final_placement.png
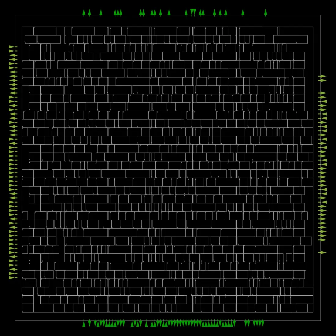
drive_strength.png
Scale: 4 px per µm.
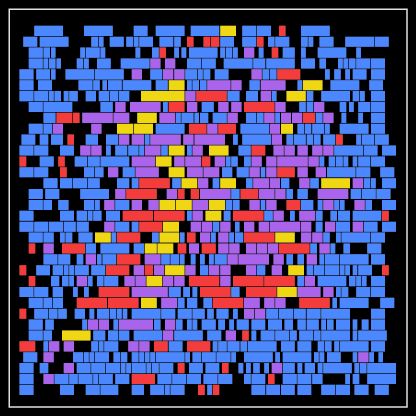
gate_families.png
Scale: 4 px per µm.
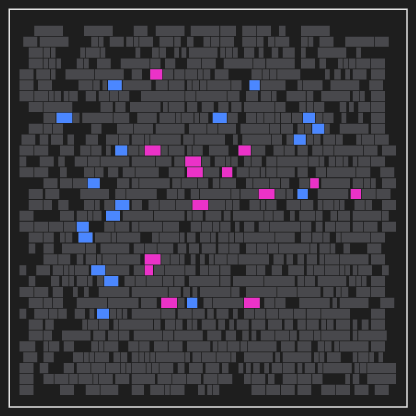
pins.png
Scale: 4 px per µm. Pins as bars across the die edge, other pins in grey.
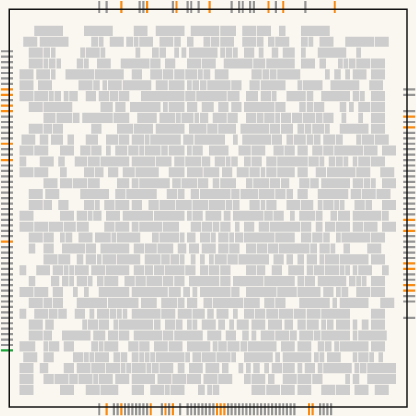
File: src/rtl/pc_unit.sv
// Program-counter unit for the MIPS fetch stage.
// Holds the PC, computes the sequential next PC, arbitrates exception/branch/jump
// redirects against stall and halt, and runs a RUN/HALTED state machine with
// debug resume. The FSM state is visible through o_halted, which is a direct
// decode of the single state bit.
module pc_unit #(
  parameter int unsigned DATA_WIDTH   = 32,
  parameter int unsigned RESET_VECTOR = 0,
  parameter int unsigned EXC_VECTOR   = 'h80,
  parameter int unsigned INCR         = 4
) (
  input  logic                  i_clock,
  input  logic                  i_reset,
  input  logic                  i_stall,
  input  logic                  i_halt,
  input  logic                  i_resume,
  input  logic                  i_exception,
  input  logic                  i_branch_taken,
  input  logic [DATA_WIDTH-1:0] i_branch_target,
  input  logic                  i_jump,
  input  logic [DATA_WIDTH-1:0] i_jump_target,
  output logic [DATA_WIDTH-1:0] o_pc,
  output logic [DATA_WIDTH-1:0] o_pc_seq,
  output logic [DATA_WIDTH-1:0] o_epc,
  output logic                  o_fetch_en,
  output logic                  o_halted,
  output logic                  o_redirected
);

  localparam logic [0:0] RUN    = 1'b0;
  localparam logic [0:0] HALTED = 1'b1;

  localparam logic [DATA_WIDTH-1:0] RESET_PC = DATA_WIDTH'(RESET_VECTOR);
  localparam logic [DATA_WIDTH-1:0] EXC_PC   = DATA_WIDTH'(EXC_VECTOR);
  localparam logic [DATA_WIDTH-1:0] STEP     = DATA_WIDTH'(INCR);

  logic [0:0]            state;
  logic [0:0]            state_next;
  logic [DATA_WIDTH-1:0] pc;
  logic [DATA_WIDTH-1:0] pc_next;
  logic [DATA_WIDTH-1:0] epc;
  logic [DATA_WIDTH-1:0] epc_next;
  logic                  redirected;
  logic                  redirected_next;
  logic [DATA_WIDTH-1:0] pc_seq;

  // Sequential address; wraps modulo 2^DATA_WIDTH by construction.
  always_comb begin
    pc_seq = pc + STEP;
  end

  // Next-state arbitration: in RUN the first matching request wins
  // (halt, exception, stall, branch, jump, sequential). HALTED ignores
  // everything except resume, and a simultaneous halt keeps it halted.
  always_comb begin
    state_next      = state;
    pc_next         = pc;
    epc_next        = epc;
    redirected_next = 1'b0;
    if (state == RUN) begin
      if (i_halt) begin
        state_next = HALTED;
      end else if (i_exception) begin
        pc_next         = EXC_PC;
        epc_next        = pc;
        redirected_next = 1'b1;
      end else if (i_stall) begin
        pc_next = pc;
      end else if (i_branch_taken) begin
        pc_next         = i_branch_target;
        redirected_next = 1'b1;
      end else if (i_jump) begin
        pc_next         = i_jump_target;
        redirected_next = 1'b1;
      end else begin
        pc_next = pc_seq;
      end
    end else begin
      if (i_resume && !i_halt) begin
        state_next = RUN;
      end
    end
  end

  // Register update; synchronous reset overrides every request.
  always_ff @(posedge i_clock) begin
    if (i_reset) begin
      state      <= RUN;
      pc         <= RESET_PC;
      epc        <= '0;
      redirected <= 1'b0;
    end else begin
      state      <= state_next;
      pc         <= pc_next;
      epc        <= epc_next;
      redirected <= redirected_next;
    end
  end

  // Output decode; a fetch is issued only while running and not bubbled.
  always_comb begin
    o_pc         = pc;
    o_pc_seq     = pc_seq;
    o_epc        = epc;
    o_redirected = redirected;
    o_halted     = (state == HALTED);
    o_fetch_en   = (state == RUN) && !i_stall && !i_reset;
  end

endmodule
File: config.mk
export PLATFORM = sky130hd
export DESIGN_NAME = pc_unit
export DESIGN_NICKNAME = d
export VERILOG_FILES = /design/src/rtl/pc_unit.sv
export SDC_FILE = /design/constraint.sdc
export NUM_CORES = 1
export LEC_CHECK = 0
export CORE_MARGIN = 2
export CORE_UTILIZATION = 42
export DETAILED_ROUTE_END_ITERATION = 8
export PLACE_DENSITY_LB_ADDON = 0.3
export SLEW_MARGIN = 20
export SYNTH_ARGS = -nofsm -noshare
export SYNTH_HDL_FRONTEND = slang
export SYNTH_SLANG_ARGS = --single-unit
File: constraint.sdc
create_clock -name i_clock -period 2.4 [get_ports i_clock]
set_clock_uncertainty 0.1 [all_clocks]
set_input_delay 0.48 -clock i_clock [delete_from_list [all_inputs] [get_ports i_clock]]
set_output_delay 0.48 -clock i_clock [all_outputs]
set_load 0.01 [all_outputs]
==> results.txt <==
Numbers from the implementation run.

Dividing the detail-routed via count by the number of cells gives 5.806. The wire length on met1 is 6.939 mm. The beginning of the worst register-to-register path is o_pc[3].

The average wire per standard cell is 19.45 µm. Sequential cells were found to cover 34.82% of the synthesized design area. The sequential group share of total power is 42.6%.

The share of cell area taken by muxes after synthesis is 2.143%. The buffers plus inverters on the worst setup path is 3. In the final layout, clock buffers and inverters account for approximately 2.9% of the cell area. Dividing total power by cell area gives a power density of 382.3 nW/µm².

The checks that failed: negative setup slack. For reference, the critical path is launched at o_pc[3]. Cells fill around 80% of the core in the end. The switching share of power is 29.23%.

The final weighted congestion in routability-driven placement is 0.9415. The proportion of cell area occupied by registers is 19.32%. The share of flip-flops with an asynchronous set or reset is 0%.

The number of placed instances, taps included is 838. After detailed placement, the total cell area comes to 6275 µm². met2 is the most crowded layer.

After clock tree synthesis, the clock-pin slew on the worst setup and hold paths is 0.09 ns. The run finished, with violations left. The top-area cell type share of the netlist area is 34.82%.

The longest clock path from root to sink contains 2 buffers. The worst setup path is of the flop to output port kind. Setup slack on the worst reg-to-reg path comes out at about 0.19 ns.

The main logic family after synthesis is simple AND/OR/NAND/NOR gates. The number of nets in the layout is 845. Recorded from the global router log, the overflow total was 0.

The antenna diode count is 0. The flow inserted 108 tap cells. The pin count of the biggest net entering global routing is 39. Combinational power for this build is roughly 550 µW. The layout has 13 inverters outside the clock class. The flow measured a signed area growth from synthesis to layout of 83.98%. Post-CTS timing repair inserted 20 buffers for setup. The layout filler cell count is 574.

Sequential cells consume a total of between 1000 and 1500 µW. In the post-route report, total wirelength is listed as around 17 mm. The number of H-tree levels is 3. In the global route stage, met1 resource usage came out at between 40% and 50%. For reference, full adder, half adder and majority cells occupy 0.3297% of the area reported after synthesis. For this run, global-route usage on met3 was measured as slightly above 7%. The mapped netlist covers 3795 µm². The clock group power is slightly below 1000 µW.

The largest individual stage delay along the critical path comes from the cell sky130_fd_sc_hd__dfxtp_2. By area the synthesized netlist is led by sky130_fd_sc_hd__dfxtp_1, sky130_fd_sc_hd__nand2_1, sky130_fd_sc_hd__a21oi_1, sky130_fd_sc_hd__xnor2_1, sky130_fd_sc_hd__nor2_1. The initial utilization of the core area, before any placement, comes to 43.52%. After layout, the minimum clock period comes to ~2.6 ns. The post-detailed-placement half-perimeter wirelength is 12.19 mm. Per the post-route antenna check, the number of violating nets is 0. For this design the top-level I/O count stands at ~170. The power report lists cell-internal power as 1889 µW.

The depth of the critical timing path with buffers and inverters included is 8. Yosys instantiated no cell more often than sky130_fd_sc_hd__nand2_1. The number of cells in Yosys stat is 495. The type of the tightest min-delay check is flop to flop. The multi-input logic cell count is between 300 and 400. Counting endpoints that fail hold in the final report gives 0.

The part of the total power dissipated in combinational logic is approximately a fifth. The analysis reports a worst IR drop on VDD of 0.2896 mV. STA classifies the critical path endpoint as an output port. The count of max-cap constraint violations is 0. In the final layout, the multi-input gates occupy 2547 µm².

The synthesized flop and latch total is 66. The number of max-slew violations in the final report is 0. Looking at the clock tree report, the root buffer type is sky130_fd_sc_hd__clkbuf_8.

In the final layout, excluding clock buffers the buffer count is 307. The data arrival time of the worst path is slightly above 2 ns. For this run, the final setup violation count is recorded as 18.

The worst min-delay path endpoint is o_epc[27]. The number of logged tool warnings is 28. The number of distinct library cell variants in the gate-level netlist after synthesis is 61. The critical path launch point type is a flop.

The final timing report gives a worst setup slack of -0.2374 ns. The tree built by TritonCTS fans out to 66 sinks. Total power for the finished layout comes to 2669 µW.

Looking at the area split, the leading class of cells is buffers. After clock tree synthesis, the repair step resized 164 gates. The endpoint of the worst setup timing path is o_pc_seq[30]. The chip area is 9812 µm². The summed negative setup slack over all endpoints is -1.882 ns.

The slew at the pin closest to its max-slew limit is 0.4894 ns. The number of clock buffers inserted by TritonCTS is 9. The final instance area is 6982 µm². After detailed routing, the met2 layer carries just under 8 mm of wire. Counting the warning lines in the Yosys log gives 0. The synthesis report names the predominant flop master as sky130_fd_sc_hd__dfxtp_1. TritonCTS built the clock tree. The layout clock buffer count is 9. The number of sequential cells is 66. Looking at the power breakdown, the clock network takes 36.7% of the total.

The slew check shows that the tightest pin keeps a relative margin of about two thirds. The number of nets in the synthesized netlist is approximately 570. The critical path required time is 1.82 ns. For this design the total switching power over the nets is 780.2 µW. The number of hold buffers added after cts is 0.

The number of cells on the worst reg-to-reg path is 11. The DRC violations left is 0. The count of flip-flops with a built-in enable after synthesis is 0.

The area fraction in compound gates is 23.77%. The iteration tally of the first detailed-router pass is 6. The biggest power consumer among the groups is registers.

The worst-path maximum fanout is 4. The achievable frequency is 379.2 MHz.
About final_placement.png:
Core Box Area: 8721 µm²
number of cells in the finished layout apart from fillers: 885

About drive_strength.png:
legend:
  red:
    size: drive 2
    cells: 70
  yellow:
    size: drive 6 and up
    cells: 32
  blue:
    size: drive 1 or less
    cells: 525
  purple:
    size: drive 3 to 4
    cells: 150

About gate_families.png:
legend:
  blue:
    family: AND-OR and OR-AND gates
    cells: 18
    most_used: a221o_1
  magenta:
    family: AND and OR gates
    cells: 14
    most_used: and4_4
    where: centre
dominant logic cell type in the layout: sky130_fd_sc_hd__clkdlybuf4s50_1
fraction of area in multi-input gates: 36.49%

About pins.png:
legend:
  orange:
    port: o_pc
    pins: 32
    direction: output
    edge: 10 south, 8 east, 7 north, 7 west
  green:
    port: i_clock
    pins: 1
    direction: input
    edge: west
all pins by edge: 56 west, 54 south, 39 east, 22 north
count of input and output buffers: 170
die boundary width: 99.06 µm
height of the chip: 99.06 µm

No activity file was given, so power comes from the tool's default toggle rates.
